### Sizing map

(12 px per micron)
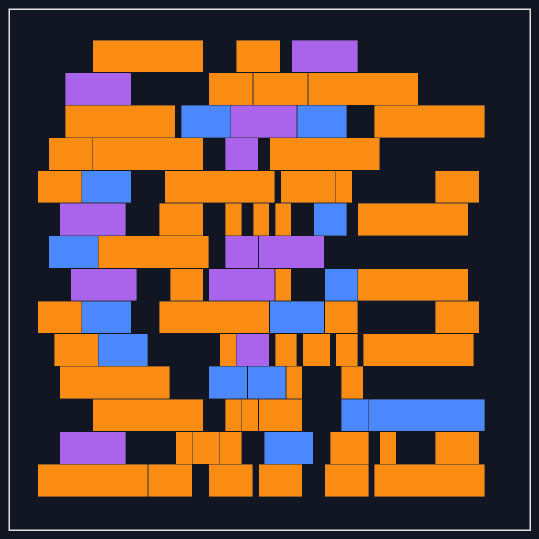
### Routing congestion map

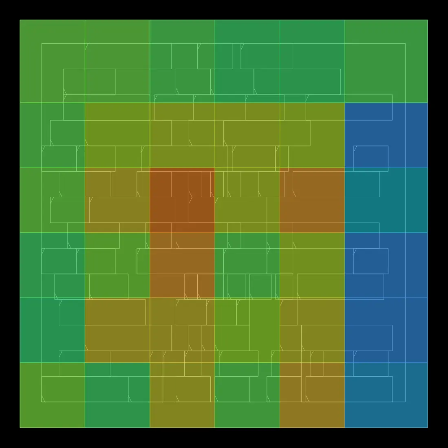
### The metal 2 layer

(8 px per micron)
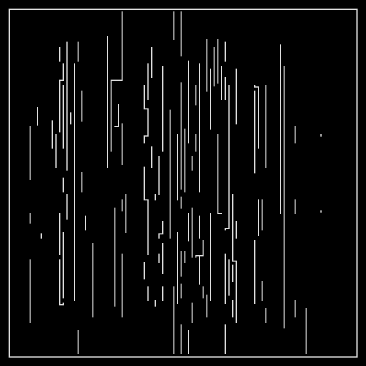
### Sequential cells grouped by signal name

(8 px per micron)
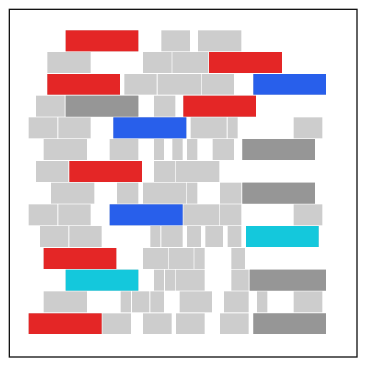
===== config.mk =====
export PLATFORM = sky130hd
export DESIGN_NAME = fsm_pattern_serializer
export DESIGN_NICKNAME = d
export VERILOG_FILES = /design/src/rtl/fsm_pattern_serializer.sv
export SDC_FILE = /design/constraint.sdc
export NUM_CORES = 1
export LEC_CHECK = 0
export CAP_MARGIN = 40
export CORE_MARGIN = 2
export CORE_UTILIZATION = 53
export CTS_CLUSTER_SIZE = 12
export DETAILED_ROUTE_END_ITERATION = 10
export HOLD_SLACK_MARGIN = 0.02
export PLACE_DENSITY = 0.82
export SETUP_SLACK_MARGIN = 0.05
export SYNTH_ARGS = -nofsm -noshare
export SYNTH_HDL_FRONTEND = slang
export SYNTH_SLANG_ARGS = --single-unit

===== constraint.sdc =====
create_clock -name i_clock -period 5 [get_ports i_clock]
set_input_delay 1 -clock i_clock [delete_from_list [all_inputs] [get_ports i_clock]]
set_output_delay 1 -clock i_clock [all_outputs]
set_load 0.01 [all_outputs]

===== src/rtl/fsm_pattern_serializer.sv =====
// Parallel-to-serial transmitter with a Moore control FSM (IDLE -> SHIFT -> GAP).
// Every output is a register, so the serial stream is glitch-free and one bit per clock.
module fsm_pattern_serializer #(
  parameter int unsigned DATA_WIDTH = 8,
  parameter int unsigned GAP_CYCLES = 1,
  parameter bit          LSB_FIRST  = 1'b0,
  parameter logic        IDLE_LEVEL = 1'b0
) (
  input  logic                  i_clock,
  input  logic                  i_reset,
  input  logic [DATA_WIDTH-1:0] i_data,
  input  logic                  i_valid,
  output logic                  o_ready,
  output logic                  o_data_out,
  output logic                  o_bit_valid,
  output logic                  o_busy,
  output logic                  o_done
);

  localparam int unsigned CNT_W = $clog2(DATA_WIDTH);
  localparam int unsigned GAP_W = (GAP_CYCLES > 32'd1) ? $clog2(GAP_CYCLES) : 1;
  localparam logic [CNT_W-1:0] LAST_BIT = CNT_W'(DATA_WIDTH - 32'd1);
  localparam logic [CNT_W-1:0] CNT_ONE  = CNT_W'(32'd1);
  localparam logic [GAP_W-1:0] GAP_LOAD = GAP_W'((GAP_CYCLES > 32'd0) ? GAP_CYCLES - 32'd1 : 32'd0);
  localparam logic [GAP_W-1:0] GAP_ONE  = GAP_W'(32'd1);

  typedef enum logic [1:0] {
    ST_IDLE  = 2'b00,
    ST_SHIFT = 2'b01,
    ST_GAP   = 2'b10
  } state_t;

  state_t                  state_r, state_s;
  logic [DATA_WIDTH-1:0]   shift_r, shift_s;
  logic [CNT_W-1:0]        bit_cnt_r, bit_cnt_s;
  logic [GAP_W-1:0]        gap_cnt_r, gap_cnt_s;
  logic                    data_out_r, data_out_s;
  logic                    bit_valid_r, bit_valid_s;
  logic                    ready_r, ready_s;
  logic                    busy_r, busy_s;
  logic                    done_r, done_s;

  // Bit that goes on the wire next, taken from the end selected by LSB_FIRST.
  function automatic logic head_bit(input logic [DATA_WIDTH-1:0] word);
    if (LSB_FIRST) begin
      head_bit = word[0];
    end else begin
      head_bit = word[DATA_WIDTH-1];
    end
  endfunction

  function automatic logic [DATA_WIDTH-1:0] advance(input logic [DATA_WIDTH-1:0] word);
    if (LSB_FIRST) begin
      advance = {1'b0, word[DATA_WIDTH-1:1]};
    end else begin
      advance = {word[DATA_WIDTH-2:0], 1'b0};
    end
  endfunction

  // Next-state and next-output logic; outputs default to the idle/quiet values.
  always_comb begin
    state_s     = state_r;
    shift_s     = shift_r;
    bit_cnt_s   = bit_cnt_r;
    gap_cnt_s   = gap_cnt_r;
    data_out_s  = IDLE_LEVEL;
    bit_valid_s = 1'b0;
    ready_s     = 1'b0;
    busy_s      = 1'b0;
    done_s      = 1'b0;
    case (state_r)
      ST_IDLE: begin
        if (i_valid && ready_r) begin
          state_s     = ST_SHIFT;
          data_out_s  = head_bit(i_data);
          shift_s     = advance(i_data);
          bit_cnt_s   = LAST_BIT;
          bit_valid_s = 1'b1;
          busy_s      = 1'b1;
        end else begin
          ready_s = 1'b1;
        end
      end
      ST_SHIFT: begin
        // Out-of-range counter values cannot occur normally; treat them as a fault.
        if (int'(bit_cnt_r) > int'(LAST_BIT)) begin
          state_s = ST_IDLE;
          ready_s = 1'b1;
        end else if (bit_cnt_r == '0) begin
          done_s = 1'b1;
          if (GAP_CYCLES == 32'd0) begin
            state_s = ST_IDLE;
            ready_s = 1'b1;
          end else begin
            state_s   = ST_GAP;
            gap_cnt_s = GAP_LOAD;
            busy_s    = 1'b1;
          end
        end else begin
          data_out_s  = head_bit(shift_r);
          shift_s     = advance(shift_r);
          bit_cnt_s   = bit_cnt_r - CNT_ONE;
          bit_valid_s = 1'b1;
          busy_s      = 1'b1;
        end
      end
      ST_GAP: begin
        if ((GAP_CYCLES == 32'd0) || (int'(gap_cnt_r) > int'(GAP_LOAD)) || (gap_cnt_r == '0)) begin
          state_s = ST_IDLE;
          ready_s = 1'b1;
        end else begin
          gap_cnt_s = gap_cnt_r - GAP_ONE;
          busy_s    = 1'b1;
        end
      end
      default: begin
        state_s = ST_IDLE;
        ready_s = 1'b1;
      end
    endcase
  end

  // State, datapath and output registers; reset abandons any word in flight.
  always_ff @(posedge i_clock or negedge i_reset) begin
    if (!i_reset) begin
      state_r     <= ST_IDLE;
      shift_r     <= '0;
      bit_cnt_r   <= '0;
      gap_cnt_r   <= '0;
      data_out_r  <= IDLE_LEVEL;
      bit_valid_r <= 1'b0;
      ready_r     <= 1'b1;
      busy_r      <= 1'b0;
      done_r      <= 1'b0;
    end else begin
      state_r     <= state_s;
      shift_r     <= shift_s;
      bit_cnt_r   <= bit_cnt_s;
      gap_cnt_r   <= gap_cnt_s;
      data_out_r  <= data_out_s;
      bit_valid_r <= bit_valid_s;
      ready_r     <= ready_s;
      busy_r      <= busy_s;
      done_r      <= done_s;
    end
  end

  assign o_ready     = ready_r;
  assign o_data_out  = data_out_r;
  assign o_bit_valid = bit_valid_r;
  assign o_busy      = busy_r;
  assign o_done      = done_r;

endmodule


==> reports/metrics.yaml <==
clock_tree:
  tritoncts.num_buffers: 3
  postCtsResizedCells: 0
  clock_sinks: 17
  cts_tree: "done"
  cts.reportedPaths.clkPinSlew_ns: 0.10
timing:
  worst_pin_slew_ns: 0.741
  fin_setup_tns_ns: 0
  post-route-period-util_pct: 48.7
  slew_headroom_pct: 50.5
logic_synthesis:
  common_cells: "dfrtp_1 (16), mux2_4 (8), mux2_2 (6), inv_1 (5)"
  ys_sh_mux_pct: 22.9
  ys_types: 20
  synthTopLogicFamily: "multiplexers"
  synthFlopType: "dfrtp_1"
  aoi_share_pct: 6.27
route:
  vias_per_cell: 5.22
  first_pass_iters: 2
  drt_iter0_drc: 4
  detail-route-antenna-nets: 0
layout:
  lay_top_count: "dfrtp_1"
  final_cell_mix: "dfrtp_1 (16), clkdlybuf4s50_1 (15), mux2_4 (8)"
  drive_above_1_share_pct: 32.1
  syn_to_final_growth_pct: 21.3
grt:
  grt_pass1_wl_microns: 2170
pwr:
  pwr-share-comb_pct: 47.0
  p_sw_mw: 0.175
  leakage_nw: 0.468
flow_run:
  maxCapViolations: 0
worst_setup_path:
  path_class: "reg2out"
run_status:
  outcome: "finished clean"
floorplan:
  die_w_microns: 43.3
  core_area_sq_um: 1470
-- 'Sizing map' (at the start) --
- blue: _2 cells (cells 14; share 18%)
- orange: _0 and _1 cells (cells 53; share 68%)
- purple: _3 and _4 cells (cells 11; share 14%)

-- 'Routing congestion map' (at the start) --
layer with the highest usage: met2
total track usage: 16.0%
post-DR wirelength/cell: 13.7 microns
met2 usage: 25.1%
routing usage on met3: 2.55%

-- 'The metal 2 layer' (at the start) --
- main direction: vertical
- wire length on this layer: 640 microns

-- 'Sequential cells grouped by signal name' (at the start) --
- red: shift_r (placed flops 7)
- cyan: state_r (placed flops 2)
- blue: bit_cnt_r (placed flops 3)
- not colored: 5
final core occ: 67.4%
Flop area: 427 sq um
Seq power: 0.234 mW
fraction of area in registers: 43.0%

## power groups by stage
stage               registers (mW)  clock network (mW)  logic (mW)
floorplan                    0.233                   0       0.217
global placement             0.233                   0       0.263
detailed placement           0.235                   0       0.275
CTS                          0.234              0.0725       0.275
global route                 0.242              0.0788       0.297
finish                       0.234              0.0705       0.270
## metrics by stage
step	std cells	setup slack [ns]	area (sq um)	hold WS (ns)	utilization, %
after detailed placement	90	2.56	966	0.489	65.6
final	94	2.56	992	0.518	67.4
after CTS	94	2.56	992	0.521	67.4
after global placement	90	2.61	966	0.494	65.6
after floorplan	61	3.23	818	0.476	-
after global routing	94	2.52	992	0.543	67.4
## area by class of cell
class	instances	area, sq um	area share, %
sequential	17	427	43.0
tap	16	20.0	2.02
multi-input combinational	37	350	35.3
clock buffer	4	26.3	2.65
inverter	5	18.8	1.89
timing repair buffer	15	150	15.1
## worst paths after layout
check,endpoint,slack (ns),cells after the start
max in group asynchronous,o_done,3.40,1
min in group asynchronous,shift_r[1],1.14,1
hold reg to reg,shift_r[3],0.52,1
setup / recovery,o_ready,2.56,1
setup reg to reg,bit_cnt_r[1],3.10,6
hold / removal,shift_r[3],0.52,1
## layer usage
metal  track usage [%]  part of all wire, %  vias up
li1                  -                    -      244
met4              7.27                 0.70        0
met2              25.1                   50        7
met3              2.55                  2.7        2
met1              21.6                   47      238
met5                 0                    0        -
## sequential cells by signal, indices dropped and copies added, names as in the netlist
name	count
o_data_out	1
shift_r	7
o_bit_valid	1
o_ready	1
bit_cnt_r	3
state_r	2
o_done	1
o_busy	1
## worst register-to-register path, stage by stage (launching register included)
cell	delay (ns)
dfrtp_1	0.38
inv_1	0.06
ha_1	0.19
ha_1	0.22
nor3b_2	0.24
a31o_2	0.35
mux2_4	0.34
Power and IR drop assume default switching activity.
